--- config.mk ---
export PLATFORM = sky130hd
export DESIGN_NAME = alu_issue_stage_flat
export DESIGN_NICKNAME = d
export VERILOG_FILES = /design/src/rtl/alu_issue_if.sv /design/src/rtl/alu_issue_stage.sv /design/src/flat_wrapper.sv
export SDC_FILE = /design/constraint.sdc
export NUM_CORES = 1
export LEC_CHECK = 0
export ABC_AREA = 1
export CAP_MARGIN = 20
export CORE_AREA = 2 2 133 135
export CTS_CLUSTER_SIZE = 40
export DETAILED_ROUTE_END_ITERATION = 12
export DIE_AREA = 0 0 135 137
export PLACE_DENSITY = 0.73
export SLEW_MARGIN = 20
export SYNTH_ARGS = -nofsm -noshare
export SYNTH_HDL_FRONTEND = slang
export SYNTH_SLANG_ARGS = --single-unit
--- constraint.sdc ---
create_clock -name clk -period 1.51 [get_ports clk]
set_clock_uncertainty 0.15 [all_clocks]
set_input_delay 0.302 -clock clk [delete_from_list [all_inputs] [get_ports clk]]
set_output_delay 0.302 -clock clk [all_outputs]
set_load 0.01 [all_outputs]
--- src/rtl/alu_issue_if.sv ---
// ---------------------------------------------------------------------------
// alu_issue_if
// Bundle of every handshake/data signal between the decode stage, the
// alu_issue_stage register and the execute-stage ALU.
//   slave  : view used by alu_issue_stage (consumes decode, produces ALU side)
//   master : view used by whoever drives decode inputs / consumes ALU side
// Signals:
//   in_valid/in_ready              decode-side handshake
//   opcode/funct3/funct7_5         instruction fields
//   rs1_idx/rs2_idx/rd_idx         register indices
//   rs1_data/rs2_data/imm/pc       operand sources
//   fwd_ex_* / fwd_wb_*            forwarding sources (EX/MEM, MEM/WB)
//   flush                          kill held and incoming instruction
//   out_valid/out_ready            ALU-side handshake
//   alu_func/alu_op1/alu_op2       registered ALU command
//   rd_out/rs2_fwd_out/illegal     registered destination, store data, flag
// ---------------------------------------------------------------------------
interface alu_issue_if #(
    parameter int DataWidth    = 32,
    parameter int RegAddrWidth = 5
);
    logic                    in_valid;
    logic                    in_ready;
    logic [6:0]              opcode;
    logic [2:0]              funct3;
    logic                    funct7_5;
    logic [RegAddrWidth-1:0] rs1_idx;
    logic [RegAddrWidth-1:0] rs2_idx;
    logic [RegAddrWidth-1:0] rd_idx;
    logic [DataWidth-1:0]    rs1_data;
    logic [DataWidth-1:0]    rs2_data;
    logic [DataWidth-1:0]    imm;
    logic [DataWidth-1:0]    pc;
    logic                    fwd_ex_valid;
    logic [RegAddrWidth-1:0] fwd_ex_rd;
    logic [DataWidth-1:0]    fwd_ex_data;
    logic                    fwd_wb_valid;
    logic [RegAddrWidth-1:0] fwd_wb_rd;
    logic [DataWidth-1:0]    fwd_wb_data;
    logic                    flush;
    logic                    out_valid;
    logic                    out_ready;
    logic [3:0]              alu_func;
    logic [DataWidth-1:0]    alu_op1;
    logic [DataWidth-1:0]    alu_op2;
    logic [RegAddrWidth-1:0] rd_out;
    logic [DataWidth-1:0]    rs2_fwd_out;
    logic                    illegal;

    modport slave (
        input  in_valid, opcode, funct3, funct7_5, rs1_idx, rs2_idx, rd_idx,
               rs1_data, rs2_data, imm, pc,
               fwd_ex_valid, fwd_ex_rd, fwd_ex_data,
               fwd_wb_valid, fwd_wb_rd, fwd_wb_data,
               flush, out_ready,
        output in_ready, out_valid, alu_func, alu_op1, alu_op2, rd_out,
               rs2_fwd_out, illegal
    );

    modport master (
        output in_valid, opcode, funct3, funct7_5, rs1_idx, rs2_idx, rd_idx,
               rs1_data, rs2_data, imm, pc,
               fwd_ex_valid, fwd_ex_rd, fwd_ex_data,
               fwd_wb_valid, fwd_wb_rd, fwd_wb_data,
               flush, out_ready,
        input  in_ready, out_valid, alu_func, alu_op1, alu_op2, rd_out,
               rs2_fwd_out, illegal
    );
endinterface

--- src/rtl/alu_issue_stage.sv ---
// ---------------------------------------------------------------------------
// alu_issue_stage
// ID/EX pipeline register feeding the execute-stage ALU. Decodes RV32I
// opcode/funct3/funct7[5] into a 4-bit ALU function code, selects operands
// (with optional EX/MEM and MEM/WB forwarding) and registers the result
// behind a valid/ready handshake with flush.
//
// Ports:
//   clk    rising-edge clock
//   rst_n  asynchronous active-low reset (all outputs cleared)
//   bus    alu_issue_if.slave: decode inputs, forwarding sources, flush,
//          ALU-side registered outputs and both handshakes
//
// Configuration macro: ALU_ISSUE_FWD_EN
//   defined   : rs1/rs2 values are forwarded from EX (priority) then WB
//   undefined : no forwarding logic, fwd_* signals are ignored
// ---------------------------------------------------------------------------
module alu_issue_stage #(
    parameter int DataWidth    = 32,
    parameter int RegAddrWidth = 5
) (
    input  logic        clk,
    input  logic        rst_n,
    alu_issue_if.slave  bus
);

    localparam logic [3:0] FUNC_ZERO = 4'd0;
    localparam logic [3:0] FUNC_ADD  = 4'd1;
    localparam logic [3:0] FUNC_SUB  = 4'd2;
    localparam logic [3:0] FUNC_SLL  = 4'd3;
    localparam logic [3:0] FUNC_SLT  = 4'd4;
    localparam logic [3:0] FUNC_XOR  = 4'd5;
    localparam logic [3:0] FUNC_OR   = 4'd6;
    localparam logic [3:0] FUNC_AND  = 4'd7;
    localparam logic [3:0] FUNC_SRL  = 4'd8;
    localparam logic [3:0] FUNC_SRA  = 4'd9;
    localparam logic [3:0] FUNC_SLTU = 4'd10;

    localparam logic [6:0] OPC_OP     = 7'b0110011;
    localparam logic [6:0] OPC_OP_IMM = 7'b0010011;
    localparam logic [6:0] OPC_LUI    = 7'b0110111;
    localparam logic [6:0] OPC_AUIPC  = 7'b0010111;
    localparam logic [6:0] OPC_LOAD   = 7'b0000011;
    localparam logic [6:0] OPC_STORE  = 7'b0100011;
    localparam logic [6:0] OPC_BRANCH = 7'b1100011;
    localparam logic [6:0] OPC_JAL    = 7'b1101111;
    localparam logic [6:0] OPC_JALR   = 7'b1100111;

    localparam logic [DataWidth-1:0]    DATA_ZERO = {DataWidth{1'b0}};
    localparam logic [RegAddrWidth-1:0] IDX_ZERO  = {RegAddrWidth{1'b0}};
    localparam logic [DataWidth-1:0]    LINK_STEP = DataWidth'(32'd4);

    // Register-register / register-immediate funct3 mapping. The immediate
    // form never subtracts: bit 30 of an I-type is part of the immediate,
    // except for SRAI where it selects the arithmetic shift.
    function automatic logic [3:0] arith_func(input logic [2:0] f3,
                                              input logic       f7_5,
                                              input logic       is_imm);
        logic [3:0] f;
        case (f3)
            3'b000:  f = (f7_5 && !is_imm) ? FUNC_SUB : FUNC_ADD;
            3'b001:  f = FUNC_SLL;
            3'b010:  f = FUNC_SLT;
            3'b011:  f = FUNC_SLTU;
            3'b100:  f = FUNC_XOR;
            3'b101:  f = f7_5 ? FUNC_SRA : FUNC_SRL;
            3'b110:  f = FUNC_OR;
            3'b111:  f = FUNC_AND;
            default: f = FUNC_ZERO;
        endcase
        return f;
    endfunction

`ifdef ALU_ISSUE_FWD_EN
    // Newest producer wins: EX/MEM result beats MEM/WB, which beats the
    // register file. x0 is hard-wired to zero whatever the sources claim.
    function automatic logic [DataWidth-1:0] fwd_pick(
        input logic [RegAddrWidth-1:0] idx,
        input logic [DataWidth-1:0]    rf_data,
        input logic                    ex_valid,
        input logic [RegAddrWidth-1:0] ex_rd,
        input logic [DataWidth-1:0]    ex_data,
        input logic                    wb_valid,
        input logic [RegAddrWidth-1:0] wb_rd,
        input logic [DataWidth-1:0]    wb_data);
        logic [DataWidth-1:0] v;
        if (idx == IDX_ZERO) begin
            v = DATA_ZERO;
        end else if (ex_valid && (ex_rd == idx)) begin
            v = ex_data;
        end else if (wb_valid && (wb_rd == idx)) begin
            v = wb_data;
        end else begin
            v = rf_data;
        end
        return v;
    endfunction
`endif

    logic [DataWidth-1:0]    rs1_val_s;
    logic [DataWidth-1:0]    rs2_val_s;
    logic [3:0]              func_s;
    logic [DataWidth-1:0]    op1_s;
    logic [DataWidth-1:0]    op2_s;
    logic                    illegal_s;
    logic                    rd_kill_s;
    logic                    accept_s;

    logic                    out_valid_r;
    logic [3:0]              alu_func_r;
    logic [DataWidth-1:0]    alu_op1_r;
    logic [DataWidth-1:0]    alu_op2_r;
    logic [RegAddrWidth-1:0] rd_out_r;
    logic [DataWidth-1:0]    rs2_fwd_out_r;
    logic                    illegal_r;

`ifdef ALU_ISSUE_FWD_EN
    assign rs1_val_s = fwd_pick(bus.rs1_idx, bus.rs1_data,
                                bus.fwd_ex_valid, bus.fwd_ex_rd, bus.fwd_ex_data,
                                bus.fwd_wb_valid, bus.fwd_wb_rd, bus.fwd_wb_data);
    assign rs2_val_s = fwd_pick(bus.rs2_idx, bus.rs2_data,
                                bus.fwd_ex_valid, bus.fwd_ex_rd, bus.fwd_ex_data,
                                bus.fwd_wb_valid, bus.fwd_wb_rd, bus.fwd_wb_data);
`else
    assign rs1_val_s = (bus.rs1_idx == IDX_ZERO) ? DATA_ZERO : bus.rs1_data;
    assign rs2_val_s = (bus.rs2_idx == IDX_ZERO) ? DATA_ZERO : bus.rs2_data;

    // Forwarding inputs remain in the port list but have no consumer here.
    logic unused_fwd_s;
    assign unused_fwd_s = ^{bus.fwd_ex_valid, bus.fwd_ex_rd, bus.fwd_ex_data,
                            bus.fwd_wb_valid, bus.fwd_wb_rd, bus.fwd_wb_data};
`endif

    // A slot is free when empty or when the consumer drains it this cycle.
    assign bus.in_ready = !out_valid_r || bus.out_ready;
    assign accept_s     = bus.in_valid && bus.in_ready;

    // Opcode decode: ALU function code, operand selection, illegal flag and
    // whether the instruction writes no destination register.
    always_comb begin
        func_s    = FUNC_ZERO;
        op1_s     = DATA_ZERO;
        op2_s     = DATA_ZERO;
        illegal_s = 1'b0;
        rd_kill_s = 1'b0;
        case (bus.opcode)
            OPC_OP: begin
                op1_s  = rs1_val_s;
                op2_s  = rs2_val_s;
                func_s = arith_func(bus.funct3, bus.funct7_5, 1'b0);
            end
            OPC_OP_IMM: begin
                op1_s  = rs1_val_s;
                op2_s  = bus.imm;
                func_s = arith_func(bus.funct3, bus.funct7_5, 1'b1);
            end
            OPC_LUI: begin
                op2_s  = bus.imm;
                func_s = FUNC_ADD;
            end
            OPC_AUIPC: begin
                op1_s  = bus.pc;
                op2_s  = bus.imm;
                func_s = FUNC_ADD;
            end
            OPC_LOAD: begin
                op1_s  = rs1_val_s;
                op2_s  = bus.imm;
                func_s = FUNC_ADD;
            end
            OPC_STORE: begin
                op1_s     = rs1_val_s;
                op2_s     = bus.imm;
                func_s    = FUNC_ADD;
                rd_kill_s = 1'b1;
            end
            OPC_BRANCH: begin
                op1_s     = rs1_val_s;
                op2_s     = rs2_val_s;
                rd_kill_s = 1'b1;
                // funct3[0] only distinguishes the sense of the comparison.
                case (bus.funct3[2:1])
                    2'b00:   func_s = FUNC_SUB;
                    2'b10:   func_s = FUNC_SLT;
                    2'b11:   func_s = FUNC_SLTU;
                    default: begin
                        func_s    = FUNC_ZERO;
                        illegal_s = 1'b1;
                    end
                endcase
            end
            OPC_JAL, OPC_JALR: begin
                op1_s  = bus.pc;
                op2_s  = LINK_STEP;
                func_s = FUNC_ADD;
            end
            default: begin
                illegal_s = 1'b1;
                rd_kill_s = 1'b1;
            end
        endcase
    end

    // Pipeline register: flush kills everything, otherwise capture on
    // accept, drain when the consumer takes the held entry, else hold.
    always_ff @(posedge clk or negedge rst_n) begin
        if (!rst_n) begin
            out_valid_r   <= 1'b0;
            alu_func_r    <= FUNC_ZERO;
            alu_op1_r     <= DATA_ZERO;
            alu_op2_r     <= DATA_ZERO;
            rd_out_r      <= IDX_ZERO;
            rs2_fwd_out_r <= DATA_ZERO;
            illegal_r     <= 1'b0;
        end else if (bus.flush) begin
            out_valid_r <= 1'b0;
        end else if (accept_s) begin
            out_valid_r   <= 1'b1;
            alu_func_r    <= func_s;
            alu_op1_r     <= op1_s;
            alu_op2_r     <= op2_s;
            rd_out_r      <= rd_kill_s ? IDX_ZERO : bus.rd_idx;
            rs2_fwd_out_r <= rs2_val_s;
            illegal_r     <= illegal_s;
        end else if (bus.out_ready) begin
            out_valid_r <= 1'b0;
        end
    end

    assign bus.out_valid   = out_valid_r;
    assign bus.alu_func    = alu_func_r;
    assign bus.alu_op1     = alu_op1_r;
    assign bus.alu_op2     = alu_op2_r;
    assign bus.rd_out      = rd_out_r;
    assign bus.rs2_fwd_out = rs2_fwd_out_r;
    assign bus.illegal     = illegal_r;

endmodule

--- src/flat_wrapper.sv ---
// flat-port wrapper written by rule: the top's interface ports become plain ports
module alu_issue_stage_flat 
#(
    parameter int DataWidth    = 32,
    parameter int RegAddrWidth = 5
)
  (clk, rst_n, bus_in_valid, bus_opcode, bus_funct3, bus_funct7_5, bus_rs1_idx, bus_rs2_idx, bus_rd_idx, bus_rs1_data, bus_rs2_data, bus_imm, bus_pc, bus_fwd_ex_valid, bus_fwd_ex_rd, bus_fwd_ex_data, bus_fwd_wb_valid, bus_fwd_wb_rd, bus_fwd_wb_data, bus_flush, bus_out_ready, bus_in_ready, bus_out_valid, bus_alu_func, bus_alu_op1, bus_alu_op2, bus_rd_out, bus_rs2_fwd_out, bus_illegal);
  alu_issue_if #(.DataWidth(DataWidth), .RegAddrWidth(RegAddrWidth)) bus_i ();
  input  logic clk;
  input  logic rst_n;
  input wire logic [$bits(bus_i.in_valid)-1:0] bus_in_valid;
  input wire logic [$bits(bus_i.opcode)-1:0] bus_opcode;
  input wire logic [$bits(bus_i.funct3)-1:0] bus_funct3;
  input wire logic [$bits(bus_i.funct7_5)-1:0] bus_funct7_5;
  input wire logic [$bits(bus_i.rs1_idx)-1:0] bus_rs1_idx;
  input wire logic [$bits(bus_i.rs2_idx)-1:0] bus_rs2_idx;
  input wire logic [$bits(bus_i.rd_idx)-1:0] bus_rd_idx;
  input wire logic [$bits(bus_i.rs1_data)-1:0] bus_rs1_data;
  input wire logic [$bits(bus_i.rs2_data)-1:0] bus_rs2_data;
  input wire logic [$bits(bus_i.imm)-1:0] bus_imm;
  input wire logic [$bits(bus_i.pc)-1:0] bus_pc;
  input wire logic [$bits(bus_i.fwd_ex_valid)-1:0] bus_fwd_ex_valid;
  input wire logic [$bits(bus_i.fwd_ex_rd)-1:0] bus_fwd_ex_rd;
  input wire logic [$bits(bus_i.fwd_ex_data)-1:0] bus_fwd_ex_data;
  input wire logic [$bits(bus_i.fwd_wb_valid)-1:0] bus_fwd_wb_valid;
  input wire logic [$bits(bus_i.fwd_wb_rd)-1:0] bus_fwd_wb_rd;
  input wire logic [$bits(bus_i.fwd_wb_data)-1:0] bus_fwd_wb_data;
  input wire logic [$bits(bus_i.flush)-1:0] bus_flush;
  input wire logic [$bits(bus_i.out_ready)-1:0] bus_out_ready;
  output wire logic [$bits(bus_i.in_ready)-1:0] bus_in_ready;
  output wire logic [$bits(bus_i.out_valid)-1:0] bus_out_valid;
  output wire logic [$bits(bus_i.alu_func)-1:0] bus_alu_func;
  output wire logic [$bits(bus_i.alu_op1)-1:0] bus_alu_op1;
  output wire logic [$bits(bus_i.alu_op2)-1:0] bus_alu_op2;
  output wire logic [$bits(bus_i.rd_out)-1:0] bus_rd_out;
  output wire logic [$bits(bus_i.rs2_fwd_out)-1:0] bus_rs2_fwd_out;
  output wire logic [$bits(bus_i.illegal)-1:0] bus_illegal;
  assign bus_i.in_valid = bus_in_valid;
  assign bus_i.opcode = bus_opcode;
  assign bus_i.funct3 = bus_funct3;
  assign bus_i.funct7_5 = bus_funct7_5;
  assign bus_i.rs1_idx = bus_rs1_idx;
  assign bus_i.rs2_idx = bus_rs2_idx;
  assign bus_i.rd_idx = bus_rd_idx;
  assign bus_i.rs1_data = bus_rs1_data;
  assign bus_i.rs2_data = bus_rs2_data;
  assign bus_i.imm = bus_imm;
  assign bus_i.pc = bus_pc;
  assign bus_i.fwd_ex_valid = bus_fwd_ex_valid;
  assign bus_i.fwd_ex_rd = bus_fwd_ex_rd;
  assign bus_i.fwd_ex_data = bus_fwd_ex_data;
  assign bus_i.fwd_wb_valid = bus_fwd_wb_valid;
  assign bus_i.fwd_wb_rd = bus_fwd_wb_rd;
  assign bus_i.fwd_wb_data = bus_fwd_wb_data;
  assign bus_i.flush = bus_flush;
  assign bus_i.out_ready = bus_out_ready;
  assign bus_in_ready = bus_i.in_ready;
  assign bus_out_valid = bus_i.out_valid;
  assign bus_alu_func = bus_i.alu_func;
  assign bus_alu_op1 = bus_i.alu_op1;
  assign bus_alu_op2 = bus_i.alu_op2;
  assign bus_rd_out = bus_i.rd_out;
  assign bus_rs2_fwd_out = bus_i.rs2_fwd_out;
  assign bus_illegal = bus_i.illegal;
  alu_issue_stage #(.DataWidth(DataWidth), .RegAddrWidth(RegAddrWidth)) u_core (.clk(clk), .rst_n(rst_n), .bus(bus_i));
endmodule
run_1/clock_wires.png
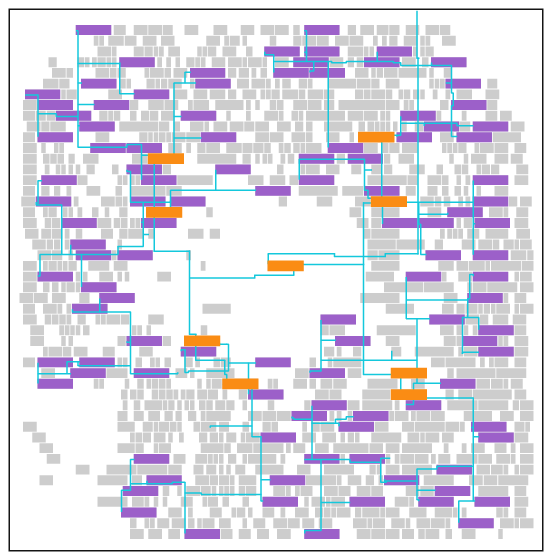
[purple] flip-flops | count: 107
[cyan] clock wires | length: 1,420 um
[orange] clock-net drivers | count: 9
flops lie: spread over the die
clock distribution power: 2230 uW
Clk pwr share: 28.1%
clk_lat worst skew: 340 ps

run_1/ff_map.png
Scale bar: 50 um. Other sequential cells in the stronger gray, the rest of the logic in the fainter gray.
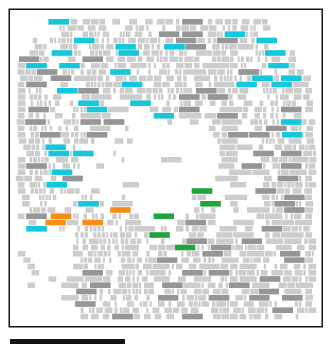
[cyan] u_core.bus.alu_op2 | placed flops: 32
[green] u_core.bus.rd_out | placed flops: 5
[orange] u_core.bus.alu_func | placed flops: 4
not colored: 66

run_1/class_map.png
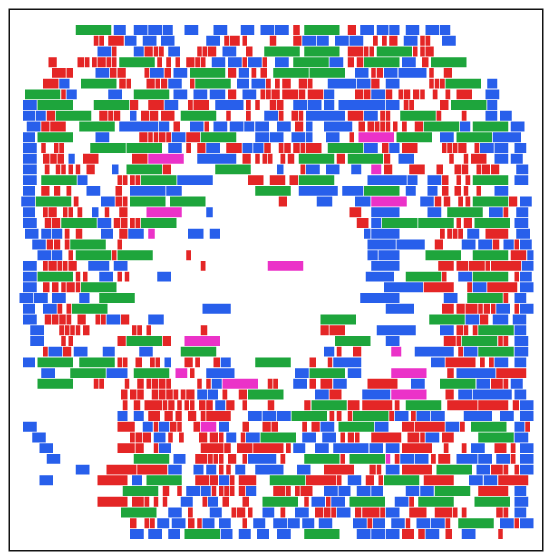
[blue] remaining buffers and delay cells | cells: 367
[red] remaining logic cells | cells: 536
[green] registers | cells: 107
[magenta] clock drivers and dummy loads | cells: 15
flop share of the area: 26.0%
core area: 17,100 um2

run_1/clock_nets.png
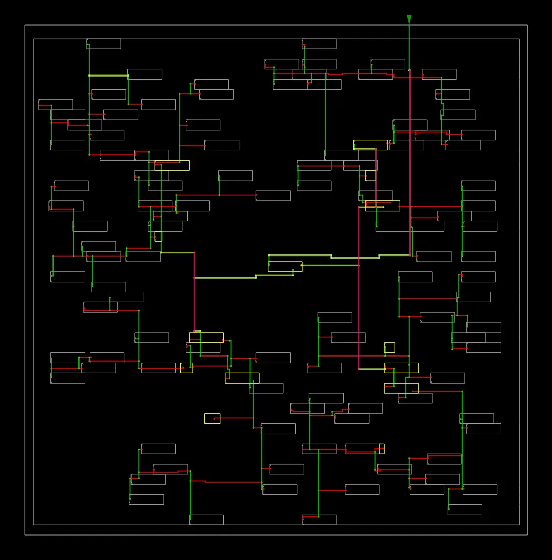
flip-flops: 107
total CTS buffers: 9

-- run 1: path summary, 6_finish.rpt --
path                       slack (ps)  depth (start not counted)                   endpoint
min in group clk                  220                          3       u_core.bus.out_valid
setup / recovery                 -200                          9  u_core.bus.rs2_fwd_out[2]
setup reg to reg                 -200                          9  u_core.bus.rs2_fwd_out[2]
hold reg to reg                   320                          2     u_core.bus.alu_op2[21]
max in group asynchronous         470                          3     u_core.bus.alu_op1[30]
hold / removal                    200                          2     u_core.bus.alu_op2[13]
-- run 1: area by class of cell --
| type | count | area share, % |
|---|---|---|
| multi-input cells | 517 | 29.9 |
| repair buffers | 367 | 38.0 |
| clock inverters | 5 | 0.389 |
| well taps | 225 | 2.73 |
| flip-flops and latches | 107 | 26.0 |
| inverters | 19 | 0.741 |
| clock buffers | 10 | 2.22 |
==> CHANGELOG.md <==
## Flow update

- Syn Std Cell Area: 5220 um2
- Cell family with most CP delay: buffers and inverters
- Top sig layer: met4
- Final setup vio count: 106
- Sw frac: 29.8%
- Critical setup path kind: reg2reg
- Failing checks: negative setup slack
- Post-Syn Nets: around 900
- H-Tree Depth: 3
- Largest net degree at the start of global routing: 46
- Fin Setup TNS: -15,520 ps
- Post-synthesis cell count: about 700
- Chip Width: 135 um
- Met2 Resource Use GR: 36.1%
- CTS tree: built
- Ys flop type: dfrtp_1
- Maxcap violations: 0
- Sw power: 2370 uW
- Placed cells: 1,182
- Combinational gate area: 3080 um2
- CTS Hold Bufs: 1
- Avg Synthesized Cell Area: 7.59 um2
- Placed cell area: between 8000 and 9000 um2
- Grt total ovfl: 0
- Grt peak-use layer: met2
- RSZ-0062 raised after global routing: yes
- CTS Root Cell: clkbuf_16
- Simple share: approximately a third
- Reg power frac: 42.1%
- Synth warn: 0
- Final setup margin: -200 ps
- Placer Congestion: 0.823
- Initial detailed-routing violation count: a little under 300
- Peak Freq: 0.585 GHz
- Post_cts resized: 245
- Cell area after layout: a little over 10,000 um2
- Delay of the slowest critical-path stage: 390 ps
- # diodes: 0
- Startpoint Class: register
- Most frequent cells in the layout: nand2_1 (208), clkdlybuf4s50_1 (146), dfrtp_1 (107)
- Global-route wire length before repair: ~32,000 um
- XOR Share, Synth: 0.168%
- Pre-Place Util: 30.6%
- Grt met3 use: around 4.6%
- Adder Area Share: 0.719%
- Top-count cell post-synth: nand2_1
- Number of fill cells: 1,480
- WP buf/inv: 5
- I/O pin count: approximately 340
- CP Capture Type: register
- Final period util: 113%
- EDFF count, synth: 0
- Overall Power: between 7000 and 8000 uW
- P_leak: 0.00489 uW
- Top Consumer: sequential cells
- Longest Clk Path Bufs: 2
- Yosys aoi share: 8.46%
- Post-Layout Cell Count: about 1,300
- Outcome: finished, violations left
- Slew margin rel.: just under 80%
- DR WL met2: 10,700 um
- Final Hold Viols: 0
- Power Sequential: roughly 3400 uW
- Yosys cell count: 688
Power is estimated from default activity; no workload was simulated.
